`config.mk`:
```
export PLATFORM = sky130hd
export DESIGN_NAME = sub_n_serial_flat
export DESIGN_NICKNAME = d
export VERILOG_FILES = /design/src/rtl/serial_arith_pkg.sv /design/src/rtl/sub_n_serial_if.sv /design/src/rtl/sub_n_serial_fs_cell.sv /design/src/rtl/sub_n_serial.sv /design/src/flat_wrapper.sv
export SDC_FILE = /design/constraint.sdc
export NUM_CORES = 1
export LEC_CHECK = 0
export ABC_CLOCK_PERIOD_IN_PS = 1500
export CORE_UTILIZATION = 40
export DETAILED_ROUTE_END_ITERATION = 8
export GPL_ROUTABILITY_DRIVEN = 0
export PLACE_DENSITY = 0.7
export SYNTH_ARGS = -nofsm -noshare
export SYNTH_HDL_FRONTEND = slang
export SYNTH_HIERARCHICAL = 1
export SYNTH_SLANG_ARGS = --single-unit
```
`constraint.sdc`:
```
create_clock -name clk -period 1.5 [get_ports clk]
set_input_delay 0.375 -clock clk [delete_from_list [all_inputs] [get_ports clk]]
set_output_delay 0.375 -clock clk [all_outputs]
set_load 0.02 [all_outputs]
```
`src/rtl/serial_arith_pkg.sv`:
```
// Shared helpers for the bit-serial add/subtract family: bit order, counter
// sizing and the XOR/AND-only majority used for carry and borrow.
package serial_arith_pkg;

  // Words are streamed least-significant bit first.
  localparam bit LSB_FIRST = 1'b1;

  // Word-end flags, registered together in the top.
  typedef struct packed {
    logic done;
    logic lt;
    logic eq;
  } word_flags_t;

  // Counter width that stays legal (>=1) even for single-bit words.
  function automatic int clog2_min1(input int n);
    return (n <= 1) ? 1 : $clog2(n);
  endfunction

  // maj(x,y,z) written with XOR/AND only, so gate-level flows see no OR.
  function automatic logic maj_xor(input logic x, input logic y, input logic z);
    return z ^ ((x ^ z) & (y ^ z));
  endfunction

  function automatic logic carry_maj(input logic a, input logic b, input logic cin);
    return maj_xor(a, b, cin);
  endfunction

  // Borrow out of a - b - bin is the carry form with the minuend inverted.
  function automatic logic borrow_maj(input logic a, input logic b, input logic bin);
    return maj_xor(~a, b, bin);
  endfunction

endpackage

```
`src/rtl/sub_n_serial_if.sv`:
```
// Bit-serial subtractor stream bus: operand bits in, difference bit and
// word-end flags out.
interface sub_n_serial_if;
  logic [0:0] a;
  logic [0:0] b;
  logic       in_valid;
  logic [0:0] c;
  logic       c_valid;
  logic       done;
  logic       lt;
  logic       eq;

  modport master (
    output a, b, in_valid,
    input  c, c_valid, done, lt, eq
  );

  modport slave (
    input  a, b, in_valid,
    output c, c_valid, done, lt, eq
  );
endinterface

```
`src/rtl/sub_n_serial_fs_cell.sv`:
```
// One-bit full subtractor built from XOR/AND/INV gates only.
module fs_cell
  import serial_arith_pkg::*;
(
  input  logic i_a,
  input  logic i_b,
  input  logic i_bin,
  output logic o_d,
  output logic o_bout
);

  assign o_d    = i_a ^ i_b ^ i_bin;
  assign o_bout = borrow_maj(i_a, i_b, i_bin);

endmodule

```
`src/rtl/sub_n_serial.sv`:
```
// Bit-serial unsigned subtractor c = a - b over N-bit LSB-first words, with
// borrow-out (a<b) and equality flags registered at each word end.
module sub_n_serial
  import serial_arith_pkg::*;
#(
  parameter int N = 1024
) (
  input  logic         clk,
  input  logic         rst,
  sub_n_serial_if.slave bus
);

  localparam int CNT_W = clog2_min1(N);
  localparam logic [CNT_W-1:0] IDX_FIRST = LSB_FIRST ? '0 : CNT_W'(N - 1);
  localparam logic [CNT_W-1:0] IDX_LAST  = LSB_FIRST ? CNT_W'(N - 1) : '0;

  logic             r_borrow;
  logic [CNT_W-1:0] r_idx;
  logic             r_neq;
  word_flags_t      r_flags;

  logic w_diff;
  logic w_borrow_n;
  logic w_ab_xor;
  logic w_last;

  fs_cell u_fs_cell (
    .i_a    (bus.a[0]),
    .i_b    (bus.b[0]),
    .i_bin  (r_borrow),
    .o_d    (w_diff),
    .o_bout (w_borrow_n)
  );

  assign w_ab_xor = bus.a[0] ^ bus.b[0];
  assign w_last   = (r_idx == IDX_LAST);

  // Borrow, counter and inequality tracker are cleared at every word end so
  // nothing from one frame leaks into the next.
  // NOTE: async reset in the sensitivity list; every register here uses <=
  // so all of them update from the same pre-edge values.
  always_ff @(posedge clk or posedge rst) begin
    if (rst) begin
      r_borrow <= 1'b0;
      r_idx    <= IDX_FIRST;
      r_neq    <= 1'b0;
      r_flags  <= '0;
    end else begin
      r_flags.done <= 1'b0;
      if (bus.in_valid) begin
        if (w_last) begin
          r_flags.done <= 1'b1;
          r_flags.lt   <= w_borrow_n;
          r_flags.eq   <= ~(r_neq | w_ab_xor);
          r_borrow     <= 1'b0;
          r_idx        <= IDX_FIRST;
          r_neq        <= 1'b0;
        end else begin
          r_borrow <= w_borrow_n;
          r_idx    <= LSB_FIRST ? r_idx + CNT_W'(1) : r_idx - CNT_W'(1);
          r_neq    <= r_neq | w_ab_xor;
        end
      end
    end
  end

  // Difference is driven every cycle; consumers qualify it with c_valid.
  assign bus.c[0]    = w_diff;
  assign bus.c_valid = bus.in_valid;
  assign bus.done    = r_flags.done;
  assign bus.lt      = r_flags.lt;
  assign bus.eq      = r_flags.eq;

endmodule

```
`src/flat_wrapper.sv`:
```
// flat-port wrapper written by rule: the top's interface ports become plain ports
module sub_n_serial_flat import serial_arith_pkg::*;
#(
  parameter int N = 1024
)
  (clk, rst, bus_a, bus_b, bus_in_valid, bus_c, bus_c_valid, bus_done, bus_lt, bus_eq);
  sub_n_serial_if bus_i ();
  input  logic clk;
  input  logic rst;
  input wire logic [$bits(bus_i.a)-1:0] bus_a;
  input wire logic [$bits(bus_i.b)-1:0] bus_b;
  input wire logic [$bits(bus_i.in_valid)-1:0] bus_in_valid;
  output wire logic [$bits(bus_i.c)-1:0] bus_c;
  output wire logic [$bits(bus_i.c_valid)-1:0] bus_c_valid;
  output wire logic [$bits(bus_i.done)-1:0] bus_done;
  output wire logic [$bits(bus_i.lt)-1:0] bus_lt;
  output wire logic [$bits(bus_i.eq)-1:0] bus_eq;
  assign bus_i.a = bus_a;
  assign bus_i.b = bus_b;
  assign bus_i.in_valid = bus_in_valid;
  assign bus_c = bus_i.c;
  assign bus_c_valid = bus_i.c_valid;
  assign bus_done = bus_i.done;
  assign bus_lt = bus_i.lt;
  assign bus_eq = bus_i.eq;
  sub_n_serial #(.N(N)) u_core (.clk(clk), .rst(rst), .bus(bus_i));
endmodule
```
layers.png
Drawn at 8 px/um.
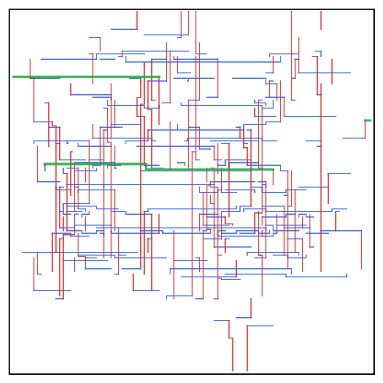
| layer | color | wire length |
|---|---|---|
| M3 | green | 48.0 um |
| M2 | red | 648 um |
| M1 | blue | 659 um |

clock_nets.png
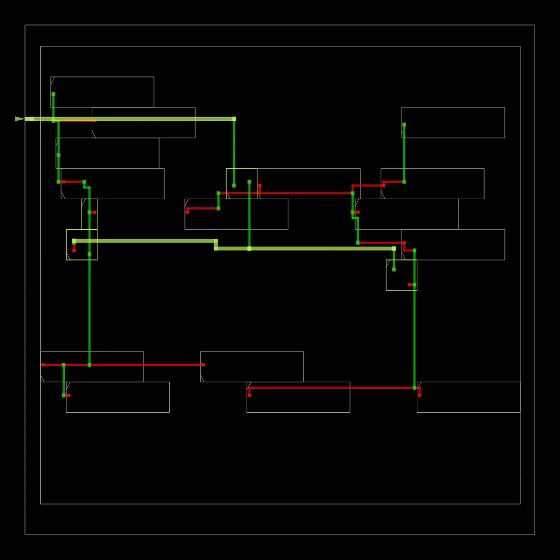
clk_buf instances: 4
Clk power: 228 uW
post-route clock skew: 0.00946 ns
clk sinks: 15
Flops: 15

==> ci_impl_report.md <==
## Synthesis and layout report

| Metric | Value |
|---|---|
| Number of logic gates | `around 45` |
| Pins Over Slew Limit | `0` |
| Final clock-cell share | `0.0256` |
| Setup slack after layout | `-0.0280 ns` |
| Final setup violation count | `1` |
| Seq share, synth | `0.498` |
| Kind of end point of the critical path | `primary output` |
| Flop area | `375 um^2` |
| Tool warnings | `28` |
| DIE WIDTH | `~45 um` |
| Drt pass-1 iters | `2` |
| Non-clk buf share | `0.214` |
| Hold-fix buffers, CTS | `0` |
| Post-Syn Nets | `72` |
| Vias per cell | `approximately 4.7` |
| Most common cell in the netlist | `dfrtp_1` |
| Area leader share | `0.498` |
| Status | `complete, but fails checks` |
| Initial antenna violation count | `0` |
| Drt first-iter violations | `4` |
| Tap Count | `25` |
| Dominant comb cell | `simple AND/OR/NAND/NOR gates` |
| Crit path cell chain | `xnor2_1 -> xnor2_1 -> buf_4` |
| Top FF cell, synth | `dfrtp_1` |
| Yosys simple share | `0.197` |
| Number of global-route vias before repair | `531` |
| FF-to-FF End | `u_core/bus.lt` |
| Filler instances | `around 160` |
| Failing checks | `negative setup slack` |
| Syn Area/Cell | `~11 um^2` |
| YS chip area | `about 750 um^2` |
| Flop and latch count out of synthesis | `15` |
| Cells on worst reg2reg path | `4` |
| Crit path launch | `u_core/r_borrow` |
| RSZ-0062 raised after global routing | `yes` |
[state kept, by name (all words and copies together) (netlist names)]
signal / cells
u_core/bus.done: 1
u_core/bus.eq: 1
u_core/r_neq: 1
u_core/r_idx: 10
u_core/r_borrow: 1
u_core/bus.lt: 1
[power by group]
part	switching, mW	internal, mW	leakage [nW]
sequential	0.0830	0.490	0.186
clock	0.125	0.103	0.0150
combinational	0.211	0.258	0.301
[what timing repair did]
action / CTS / global route
endpoints found under the setup margin: 7 / 3
pin swaps: 1 / 1
resized: 16 / 1
[routing by layer]
layer	share of wire	vias to the layer above	track usage
met2	0.48	5	0.254
li1	-	293	-
met5	0	-	0
met3	0.035	0	0.0714
met4	0	0	0.0364
met1	0.49	267	0.196
Power and IR drop assume default switching activity.
